[config.mk]
export PLATFORM = sky130hd
export DESIGN_NAME = execute_divmod_n
export DESIGN_NICKNAME = d
export VERILOG_FILES = /design/src/rtl/execute_divmod_n.sv
export SDC_FILE = /design/constraint.sdc
export NUM_CORES = 1
export LEC_CHECK = 0
export CAP_MARGIN = 20
export CORE_MARGIN = 5
export CORE_UTILIZATION = 50
export CTS_CLUSTER_DIAMETER = 100
export DETAILED_ROUTE_END_ITERATION = 10
export GPL_ROUTABILITY_DRIVEN = 0
export PLACE_DENSITY = 0.78
export SKIP_CTS_REPAIR_TIMING = 1
export SYNTH_ARGS = -nofsm -noshare
export SYNTH_HDL_FRONTEND = slang
export SYNTH_SLANG_ARGS = --single-unit
[constraint.sdc]
create_clock -name clk -period 3 [get_ports clk]
set_input_delay 0.45 -clock clk [delete_from_list [all_inputs] [get_ports clk]]
set_output_delay 0.45 -clock clk [all_outputs]
set_load 0.01 [all_outputs]
[src/rtl/execute_divmod_n.sv]
// Iterative restoring divider for the execute stage.
// Width and quotient bits retired per cycle are parameters.
module execute_divmod_n #(
    parameter int WIDTH          = 32,
    parameter int BITS_PER_CYCLE = 1
) (
    input  logic             clk,
    input  logic             reset,
    input  logic             enable,
    input  logic             unsigned_div,
    input  logic             want_rem,
    input  logic [WIDTH-1:0] in_a,
    input  logic [WIDTH-1:0] in_b,
    output logic             done,
    output logic [WIDTH-1:0] out,
    output logic             ov
);

    localparam int ITER = WIDTH / BITS_PER_CYCLE;
    localparam int CW   = $clog2(ITER);
    localparam logic [CW-1:0] LAST = CW'(ITER - 1);
    localparam logic [WIDTH-1:0] MIN = {1'b1, {(WIDTH-1){1'b0}}};
    localparam logic [WIDTH-1:0] MAX = ~MIN;

    typedef enum logic [1:0] {
        IDLE,
        CALC,
        FIX,
        DONE
    } state_t;

    state_t           state;
    logic [CW-1:0]    cnt;
    logic [WIDTH-1:0] quo;
    logic [WIDTH:0]   rem;
    logic [WIDTH-1:0] dvs;
    logic             sign_q;
    logic             sign_r;
    logic             want_r;

    logic             a_neg;
    logic             b_neg;
    logic             div0;
    logic             ovf;
    logic [WIDTH-1:0] mag_a;
    logic [WIDTH-1:0] mag_b;
    logic [WIDTH-1:0] spec_q;
    logic [WIDTH-1:0] spec_r;
    logic [WIDTH-1:0] fix_q;
    logic [WIDTH-1:0] fix_r;
    logic [WIDTH-1:0] nq;
    logic [WIDTH:0]   nr;

    always_comb begin
        a_neg  = !unsigned_div && in_a[WIDTH-1];
        b_neg  = !unsigned_div && in_b[WIDTH-1];
        div0   = (in_b == '0);
        ovf    = !unsigned_div && (in_a == MIN) && (in_b == '1);
        mag_a  = a_neg ? -in_a : in_a;
        mag_b  = b_neg ? -in_b : in_b;
        spec_q = MAX;
        spec_r = '0;
        if (div0) begin
            spec_r = in_a;
            if (unsigned_div)
                spec_q = '1;
            else if (in_a[WIDTH-1])
                spec_q = MIN;
        end
    end

    // Chained restoring steps; quo doubles as the dividend shift register.
    always_comb begin
        nq = quo;
        nr = rem;
        for (int i = 0; i < BITS_PER_CYCLE; i++) begin
            nr = {nr[WIDTH-1:0], nq[WIDTH-1]};
            nq = {nq[WIDTH-2:0], 1'b0};
            if (nr >= {1'b0, dvs}) begin
                nr    = nr - {1'b0, dvs};
                nq[0] = 1'b1;
            end
        end
    end

    always_comb begin
        fix_q = sign_q ? -quo : quo;
        fix_r = sign_r ? -rem[WIDTH-1:0] : rem[WIDTH-1:0];
    end

    always_ff @(posedge clk) begin
        if (reset) begin
            state  <= IDLE;
            done   <= 1'b0;
            out    <= '0;
            ov     <= 1'b0;
            cnt    <= '0;
            quo    <= '0;
            rem    <= '0;
            dvs    <= '0;
            sign_q <= 1'b0;
            sign_r <= 1'b0;
            want_r <= 1'b0;
        end else begin
            unique case (state)
                IDLE: begin
                    if (enable) begin
                        want_r <= want_rem;
                        if (div0 || ovf) begin
                            out   <= want_rem ? spec_r : spec_q;
                            ov    <= 1'b1;
                            done  <= 1'b1;
                            state <= DONE;
                        end else begin
                            quo    <= mag_a;
                            dvs    <= mag_b;
                            rem    <= '0;
                            cnt    <= '0;
                            sign_q <= a_neg ^ b_neg;
                            sign_r <= a_neg;
                            state  <= CALC;
                        end
                    end
                end
                CALC: begin
                    if (!enable) begin
                        state <= IDLE;
                    end else begin
                        quo <= nq;
                        rem <= nr;
                        if (cnt == LAST)
                            state <= FIX;
                        else
                            cnt <= cnt + 1'b1;
                    end
                end
                FIX: begin
                    if (!enable) begin
                        state <= IDLE;
                    end else begin
                        out   <= want_r ? fix_r : fix_q;
                        ov    <= 1'b0;
                        done  <= 1'b1;
                        state <= DONE;
                    end
                end
                DONE: begin
                    if (!enable) begin
                        done  <= 1'b0;
                        state <= IDLE;
                    end
                end
                default: state <= IDLE;
            endcase
        end
    end

endmodule
**The metal 4 layer**

Bar = 50 um. Supply wires on this layer in grey.
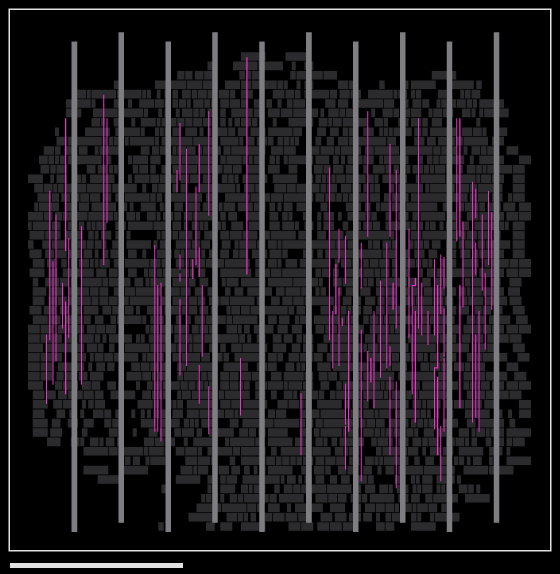
nets with wire on the layer: 74
share of all routed wire: 5.5%
wire length on this layer: 2090 um
Routed WL: 38200 um
vias post-DR: 12300

**Placed cells, one colour a class**

Bar = 50 um. Fill, decap, tap and diode cells in grey.
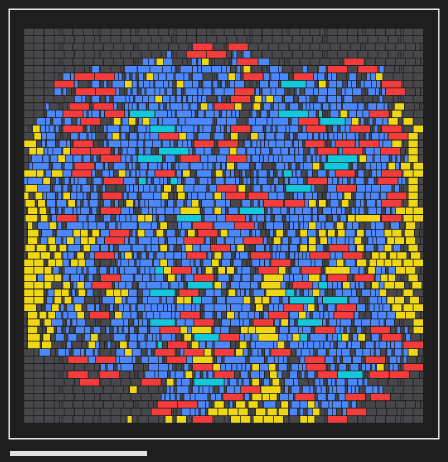
| colour | class | cells | share of their area |
|---|---|---|---|
| cyan | clock drivers and dummy loads | 32 | 4.5% |
| blue | combinational and other logic | 1214 | 56% |
| red | flops | 140 | 20% |
| yellow | other buffers and delay cells | 315 | 20% |
Seq area share: 19.5%
Row Count: 53
Floorplan Core Area: 21000 um^2
final standard cell utilization of the core: 68.3%
post-route standard cell area excluding fillers: 14400 um^2

==> notes.md <==
Implementation progress

The flow ran to the end, but the final reports show violations. The final reports fail on setup timing. The remaining design rule violation count stands at 0. After technology mapping, the gate count stands at 1444.

The DRC violation total after the first TritonRoute iteration stands at 1282. The pin count of the biggest net entering global routing stands at 66. STA lists the startpoint of the worst register-to-register path as rem[30]. The fraction of registers with async set or reset after synthesis stands at 0%. After the last flow step, the layout net total stands at 1797. The wire length on met1 stands at 14600 um. STA lists the endpoint of the worst register-to-register path as rem[19]. The slowest stage of the critical path belongs to the cell sky130_fd_sc_hd__or4_1. The first global-routing pass estimated 57900 um of wire. On the final layout, the worst hold slack is 0.442 ns.

The power in the clock group stands at 2.29 mW. Summed over its instances, the top area cell type makes up 26.2% of the synthesized netlist area. Fill cells in the final layout number 1651.

Per the run report, area growth between synthesis and finish was 34.3%. Per the detailed placement report, the placed cell area equals 13300 um^2. The average wire per standard cell stands at 19.3 um. The detailed router reports a met2 wire length of 18000 um. In this run the worst path has a maximum fanout of 5. Per the placement log, port buffering inserted 102 buffers. The flop-to-flop setup slack stands at -0.03 ns. The maximum cell stage delay along the critical path stands at 0.54 ns. Yosys reported a register bit count of 140.

The cell area after technology mapping stands at 10700 um^2. The number of max-cap violations stands at 0. The most frequently used library cell after synthesis is sky130_fd_sc_hd__nor2_1. The final timing report lists a hold violation count of 0. Endpoints with negative setup slack in the final report add up to 1. Setup repair after global routing could not meet its margin everywhere.

STA classifies the critical path endpoint as a flop. The final critical path takes up 101% of the cycle. There are 140 flip-flops and latches. The worst setup margin stands at -0.0300 ns. Per the cell usage report, the commonest logic cell in the layout is sky130_fd_sc_hd__buf_4. The initial antenna violation count stands at 0. The hold path depth stands at 4. The clock network burns 40.0% of the power. The critical path is of the reg -> reg type.
**Met1 routing**

Supply wires on this layer in grey.
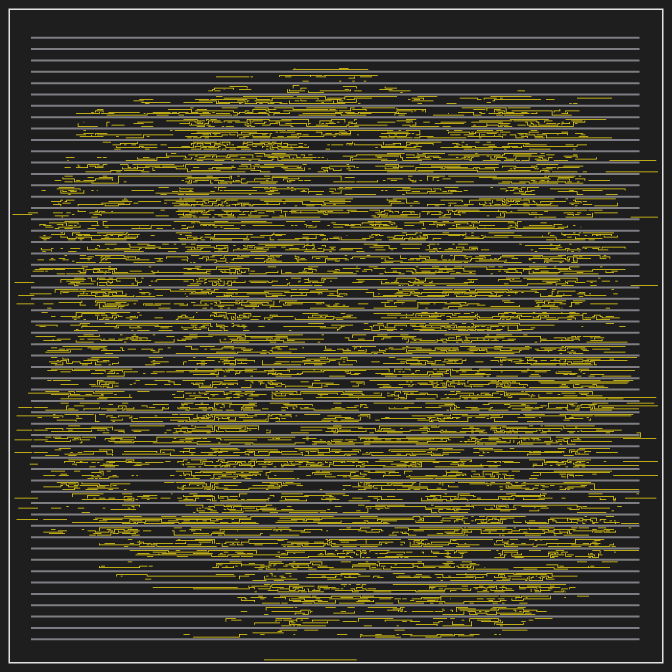
main direction: horizontal
wire length on this layer: 14600 um
longest straight run: 41.4 um
GRT met1 Usage: 35.6%

**Cell area per tile**

16 x 16 tiles, from white (low) to dark blue (high), 0 to 100% covered.
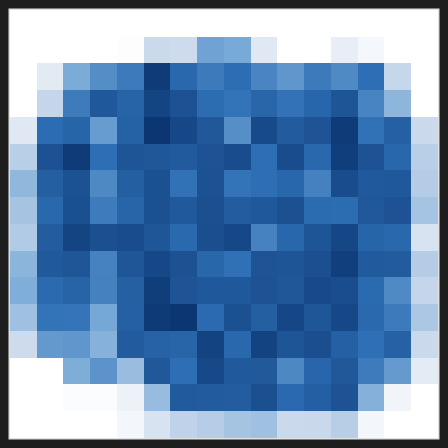
densest ninth of the die: centre
tiles over 75% full: 50%
nearly empty tiles: 16%
Starting Density: 50.9%

Power is estimated from default activity; no workload was simulated.
